[src/rtl/demo_song_player.sv]
// Autonomous 14-note practice-tune sequencer driving the live-key bus.
// Each note sounds for its beat count, then releases for a fixed gap.
module demo_song_player #(
  parameter int TICKS_PER_BEAT = 12_500_000,
  parameter int GAP_TICKS      = 1_250_000
) (
  input  logic       clk,
  input  logic       rst,
  input  logic       play_start,
  input  logic       play_stop,
  input  logic       loop_enable,
  output logic [3:0] key_id,
  output logic       key_pressed,
  output logic [3:0] note_index,
  output logic       playing,
  output logic       song_finished_event
);

  // The gap load shares this counter, so GAP_TICKS is expected to be <= 2*TICKS_PER_BEAT.
  localparam int CW = $clog2(2 * TICKS_PER_BEAT + 1);
  localparam logic [3:0]    LAST_IDX = 4'd13;
  localparam logic [CW-1:0] LOAD_1B  = CW'(TICKS_PER_BEAT - 1);
  localparam logic [CW-1:0] LOAD_2B  = CW'(2 * TICKS_PER_BEAT - 1);
  localparam logic [CW-1:0] LOAD_GAP = CW'(GAP_TICKS - 1);

  typedef enum logic [1:0] {IDLE, NOTE_ON, GAP} state_t;

  state_t        state, state_n;
  logic [CW-1:0] cnt, cnt_n;
  logic [3:0]    idx, idx_n;
  logic          fin_n;

  // NOTE: the song ROM is a constant case table, not storage, so it needs no reset.
  function automatic logic [3:0] rom_note(input logic [3:0] i);
    case (i)
      4'd0, 4'd1, 4'd13:  rom_note = 4'd1;
      4'd2, 4'd3, 4'd6:   rom_note = 4'd5;
      4'd4, 4'd5:         rom_note = 4'd6;
      4'd7, 4'd8:         rom_note = 4'd4;
      4'd9, 4'd10:        rom_note = 4'd3;
      4'd11, 4'd12:       rom_note = 4'd2;
      default:            rom_note = 4'd0;
    endcase
  endfunction

  // Counter counts down to zero, so the load is duration minus one.
  function automatic logic [CW-1:0] note_load(input logic [3:0] i);
    note_load = (i == 4'd6 || i == 4'd13) ? LOAD_2B : LOAD_1B;
  endfunction

  // NOTE: every variable gets a default before the case so no latch is inferred.
  always_comb begin
    state_n = state;
    cnt_n   = cnt;
    idx_n   = idx;
    fin_n   = 1'b0;
    unique case (state)
      IDLE: begin
        if (play_start && !play_stop) begin
          state_n = NOTE_ON;
          idx_n   = 4'd0;
          cnt_n   = note_load(4'd0);
        end
      end
      NOTE_ON: begin
        if (play_stop) begin
          state_n = IDLE;
        end else if (cnt == '0) begin
          state_n = GAP;
          cnt_n   = LOAD_GAP;
        end else begin
          cnt_n = cnt - CW'(1);
        end
      end
      GAP: begin
        if (play_stop) begin
          state_n = IDLE;
        end else if (cnt == '0) begin
          if (idx < LAST_IDX) begin
            state_n = NOTE_ON;
            idx_n   = idx + 4'd1;
            cnt_n   = note_load(idx + 4'd1);
          end else if (loop_enable) begin
            state_n = NOTE_ON;
            idx_n   = 4'd0;
            cnt_n   = note_load(4'd0);
          end else begin
            state_n = IDLE;
            fin_n   = 1'b1;
          end
        end else begin
          cnt_n = cnt - CW'(1);
        end
      end
      default: state_n = IDLE;
    endcase
    if (state_n == IDLE) begin
      idx_n = 4'd0;
      cnt_n = '0;
    end
  end

  // NOTE: sequential state uses non-blocking assignments so all registers update together.
  always_ff @(posedge clk) begin
    if (rst) begin
      state               <= IDLE;
      cnt                 <= '0;
      idx                 <= 4'd0;
      key_id              <= 4'd0;
      key_pressed         <= 1'b0;
      note_index          <= 4'd0;
      playing             <= 1'b0;
      song_finished_event <= 1'b0;
    end else begin
      state               <= state_n;
      cnt                 <= cnt_n;
      idx                 <= idx_n;
      key_id              <= (state_n == NOTE_ON) ? rom_note(idx_n) : 4'd0;
      key_pressed         <= (state_n == NOTE_ON);
      note_index          <= idx_n;
      playing             <= (state_n != IDLE);
      song_finished_event <= fin_n;
    end
  end

endmodule

[config.mk]
export PLATFORM = sky130hd
export DESIGN_NAME = demo_song_player
export DESIGN_NICKNAME = d
export VERILOG_FILES = /design/src/rtl/demo_song_player.sv
export SDC_FILE = /design/constraint.sdc
export NUM_CORES = 1
export LEC_CHECK = 0
export CAP_MARGIN = 5
export CELL_PAD_IN_SITES_DETAIL_PLACEMENT = 2
export CELL_PAD_IN_SITES_GLOBAL_PLACEMENT = 2
export CORE_MARGIN = 3
export CORE_UTILIZATION = 35
export CTS_CLUSTER_SIZE = 20
export DETAILED_ROUTE_END_ITERATION = 7
export PLACE_DENSITY_LB_ADDON = 0.1
export SLEW_MARGIN = 20
export SYNTH_ARGS = -nofsm -noshare
export SYNTH_HDL_FRONTEND = slang
export SYNTH_SLANG_ARGS = --single-unit
[constraint.sdc]
create_clock -name clk -period 3.6 [get_ports clk]
set_input_delay 0.36 -clock clk [delete_from_list [all_inputs] [get_ports clk]]
set_output_delay 0.36 -clock clk [all_outputs]
set_load 0.01 [all_outputs]
==> qor.csv <==
stage,metric,value,unit
outcome,run_status,"complete, no violations",
sta,fmax,0.295,GHz
clocking,root_buffer,clkbuf_8,
clocking,cts.path.max_buffers,2,
detailed_routing,vias_per_cell,5.88,
logic_synthesis,synth.avg_cell_area,7.65,µm²
clocking,cts_tree,done,
hold_path,hold_path_depth,2,
hold_path,min_from,cnt[16],
worst_setup_path,r2r_slack,210,ps
job,drv_cap,0,
detailed_routing,via_count,2523,
logic_synthesis,ys_area,2440,µm²
detailed_routing,post_drt_wl_per_cell,20.9,µm
sta,layout_min_cycle_time,3390,ps
detailed_routing,ant_nets,0,
clocking,cts.htree.levels,2,
floorplan,core,6570,µm²
logic_synthesis,ys_cells,319,
power_and_ir_drop,p_int,931,µW
sta,fin_skew,10.5,ps
sta,finalHoldViolCount,0,
power_and_ir_drop,powerComb,650,µW
global_routing,grt_max_degree,29,
worst_setup_path,arrival,3540,ps
clocking,worstSkewPairLatency,300,ps
final_layout,mi_logic_area,1590,µm²
logic_synthesis,adder_share,6.66,%
logic_synthesis,ff_type,dfxtp_1,
worst_setup_path,critPathMaxFanout,7,
logic_synthesis,synth-xor-area-share,1.08,%
final_layout,finalNetCount,353,
floorplan,fp-row-count,29,
floorplan,chipArea,8010,µm²
power_and_ir_drop,switching_share,40.6,%
logic_synthesis,simple_gate_share,27.6,%
final_layout,antennaDiodeCount,0,
sta,maxSlewHeadroom,53.9,%
sta,setup_viol,0,
detailed_routing,wirelength,8980,µm
power_and_ir_drop,p_comb_share,41.5,%
worst_setup_path,crit_required,3750,ps
clocking,ctsResizeCount,0,
sta,finalMaxSlewViolations,0,
logic_synthesis,yosysSeqAreaShare,30.3,%
worst_setup_path,rr_worst_depth,9,
power_and_ir_drop,largestPowerGroup,combinational logic,
power_and_ir_drop,peakVddDrop,0.208,mV
global_routing,grt_pass1_vias,2689,
worst_setup_path,crit_chain,"or4_1, or3_4, or2_0, o311a_4, o211ai_2, or3b_1, ha_1, mux2i_1, a21oi_1",
clocking,numCtsBuffers,5,
logic_synthesis,fp_nets,337,
floorplan,die_x,89.5,µm
detailed_routing,drt_iter0_markers,132,
final_layout,fillers,751,
job,warning_count,35,
power_and_ir_drop,powerDensity,550,nW/µm²
worst_setup_path,r2r-end,key_id[0],
global_routing,grt_usage,24.2,%
power_and_ir_drop,p_leak,1.07,nW
logic_synthesis,netlist_area,2440,µm²
logic_synthesis,yosys.area_share.aoi,26.9,%
power_and_ir_drop,pwr.group.clock,451,µW
clocking,holdBufCountCts,0,
detailed_routing,drc_errors,0,
worst_setup_path,slowest_delay,600,ps
sta,rsz0062_at_grt,false,
final_layout,final_cell_area,2850,µm²
clocking,clock-sinks,37,
worst_setup_path,path_class,flop to flop,
power_and_ir_drop,power,1.57,mW
logic_synthesis,top_logic_kind,simple AND/OR/NAND/NOR gates,
place,place_area,2720,µm²
sta,worst_pin_slew,688,ps
worst_setup_path,cp-start-kind,flop,
worst_setup_path,rr_startpoint,cnt[13],
power_and_ir_drop,power_frac_seq,29.7,%
worst_setup_path,worst-path-buf-inv,0,
global_routing,grt_pass1_wl,14800,µm
hold_path,hp-class,flop to flop,
worst_setup_path,critPathLaunch,cnt[13],
worst_setup_path,cp-end-kind,flop,
clocking,post_cts_buffers,0,
place,place.gp.congestion,0.866,
final_layout,area_growth,16.7,%
logic_synthesis,mux_share,2.56,%
global_routing,gr-total-overflow,0,
final_layout,final_util,43.4,%
place,hpwl,6500,µm
hold_path,min_to,cnt[16],
final_layout,drive_above_1_share,10.4,%
logic_synthesis,ys_ff,37,
worst_setup_path,slowest_stage,or4_1,
power_and_ir_drop,p_clk_share,28.8,%
global_routing,antenna_found_initial,0,
detailed_routing,drtPass1Iterations,4,
worst_setup_path,crit_cells,9,
logic_synthesis,ys_async_sr_fraction,0,%
floorplan,initial_utilization,37.2,%
floorplan,die_h,89.5,µm
sta,fin_tns_setup,0,ps
clocking,clk_pin_slew_worst_paths,90,ps
logic_synthesis,synth_cells,319,
logic_synthesis,yosysWarnings,0,
logic_synthesis,edf_count,0,
power_and_ir_drop,p_switching,636,µW
logic_synthesis,ys_types,56,
worst_setup_path,crit_family,simple AND/OR/NAND/NOR gates,
sta,period_used_share,94.2,%
power_and_ir_drop,seq-power,465,µW
## stage by stage
step | setup WS [ps] | std cells | hold WS [ps]
5_1_grt | 34.1 | 429 | 515
2_1_floorplan | 450 | 319 | 426
4_1_cts | 202 | 429 | 483
3_3_place_gp | 334 | 421 | 449
3_5_place_dp | 235 | 421 | 475
6_report | 208 | 429 | 478
## per-layer routing
layer	vias up	global-route usage (%)	wire, µm
li1	1198	-	-
met1	1281	33.2	4440
met2	35	40.7	4220
met3	9	3.32	253
met4	0	4.19	75
met5	-	0	0
## sequential cells by signal (all words and copies together), names as in the netlist
name / cells
cnt: 25
idx: 4
key_id: 3
key_pressed: 1
playing: 1
song_finished_event: 1
state: 2
## placed cells by master (no fill, tap or decap), types with 3 or more instances in the layout
cell             Yosys  layout
a211oi_1             7       7
a21o_1               4       4
a21oi_1             28      28
a22oi_1              6       6
a31oi_1              5       4
and2_1               3       3
buf_4                1      11
clkbuf_8             0       5
clkdlybuf4s50_1      0      14
dfxtp_1             37      37
ha_1                13      13
inv_1               11      11
mux2i_1              4       4
nand2_1             21      21
nand2b_1             5       5
nand3_1             10      10
nand3b_1             4       4
nand4_1              3       3
nor2_1              34      34
nor2b_1              5       5
nor3_1              16      16
nor4_1               6       6
o21ai_0             26      26
o22ai_1              5       5
o31ai_1              4       4
o41ai_1              4       4
or4_1                5       5
xnor2_1              3       3
## how the worst max path moves through the flow
stage	endpoint	slack, ps
2_1_floorplan	key_id[0]	450
3_3_place_gp	key_id[0]	330
3_5_place_dp	key_id[0]	230
4_1_cts	key_id[0]	200
5_1_grt	key_id[0]	30
6_report	key_id[0]	210
## final cells by class
| class | instances | area share (%) |
|---|---|---|
| repair buffers | 25 | 7.82 |
| clock buffers | 5 | 2.42 |
| flip-flops and latches | 37 | 26.0 |
| multi-input cells | 254 | 55.8 |
| well taps | 93 | 4.08 |
| clock inverters | 3 | 2.28 |
| inverters | 12 | 1.58 |
## synth_stat cells, types with 3 or more instances
cell | n | share of area [%]
a211oi_1 | 7 | 2.2
a21o_1 | 4 | 1.2
a21oi_1 | 28 | 5.7
a22oi_1 | 6 | 1.8
a31oi_1 | 5 | 1.3
and2_1 | 3 | 0.77
buf_2 | 6 | 1.2
clkbuf_1 | 8 | 1.2
dfxtp_1 | 37 | 30
ha_1 | 13 | 6.7
inv_1 | 11 | 1.7
mux2i_1 | 4 | 1.6
nand2_1 | 21 | 3.2
nand2b_1 | 5 | 1.3
nand3_1 | 10 | 2.1
nand3b_1 | 4 | 1.2
nand4_1 | 3 | 0.77
nor2_1 | 34 | 5.2
nor2b_1 | 5 | 1.3
nor3_1 | 16 | 3.3
nor4_1 | 6 | 1.5
o21ai_0 | 26 | 5.3
o22ai_1 | 5 | 1.3
o31ai_1 | 4 | 1.2
o41ai_1 | 4 | 1.4
or4_1 | 5 | 1.5
xnor2_1 | 3 | 1.1
## worst register-to-register path: stages (launching register included)
cell      delay (ps)
dfxtp_1          390
or4_1            600
or3_4            430
or2_0            330
o311a_4          370
o211ai_2         100
or3b_1           480
ha_1             320
mux2i_1          130
a21oi_1           80
Figure 1. Logic cells by family.
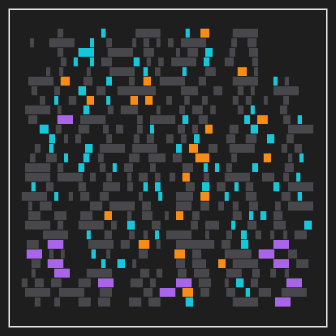
adder and majority cells -> purple  # cells 13
AND and OR gates -> orange  # cells 20
NOR gates -> cyan  # cells 64
most frequently placed logic cell in the final layout: dfxtp_1
combinational share of cell area: 55.8%
post-route insts no fill: 429

Figure 2. Zoomed window.
The bar under the picture is 10 µm long. Region (10, 10) to (35, 35) µm. Cells in gray, sequential cells in the stronger gray; small squares are vias.
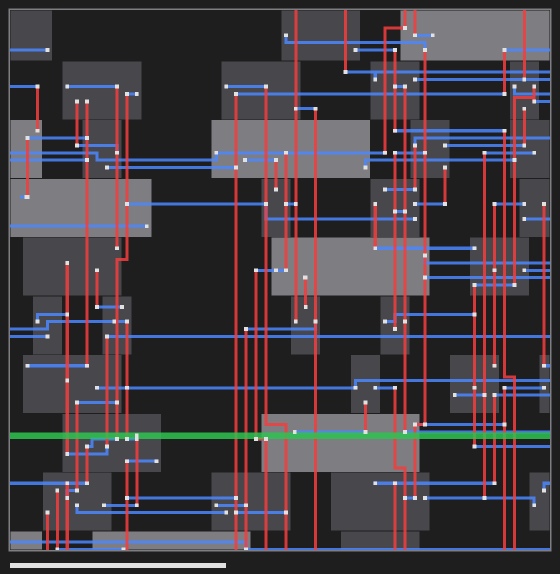
met2 -> red
met3 -> green
met1 -> blue
most frequent = dfxtp_1 (5), ha_1 (4)
cells with their middle in the window = 30
sequential cells in the window = 5
netlist names of flops here include = idx (3)

Figure 3. Port wiring.
The bar under the picture is 20 µm long.
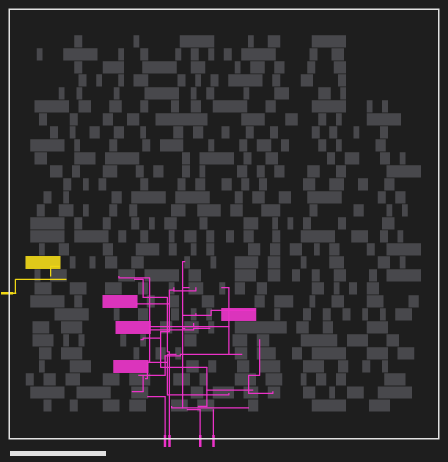
note_index -> magenta  # bits 4, direction output, end cells 4, buffers 4, wire 351 µm
playing -> yellow  # bits 1, direction output, end cells 1, buffers 1, wire 18.0 µm
I/O pin count: 16
port bufs: 14

Figure 4. Sequential cells colored by netlist name.
The bar under the picture is 20 µm long. Other sequential cells in the stronger gray, the rest of the logic in the fainter gray.
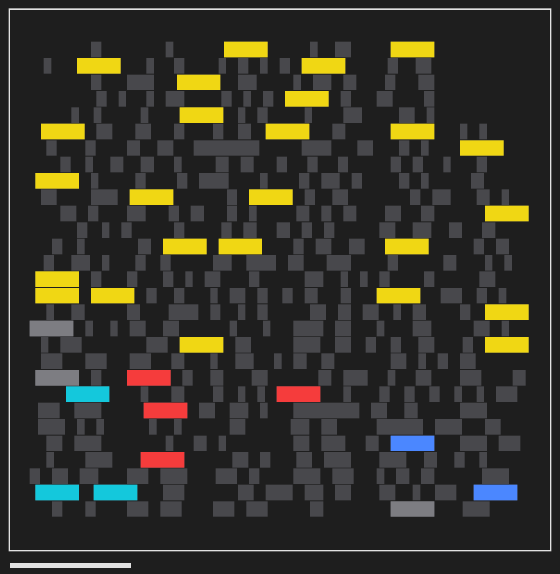
key_id -> cyan  # sequential cells 3
idx -> red  # sequential cells 4
state -> blue  # sequential cells 2
cnt -> yellow  # sequential cells 25
Seq area share: 26.0%
FF/Latch Area: 741 µm²

Power figures rest on the tool's default switching activity, not on a simulated workload.
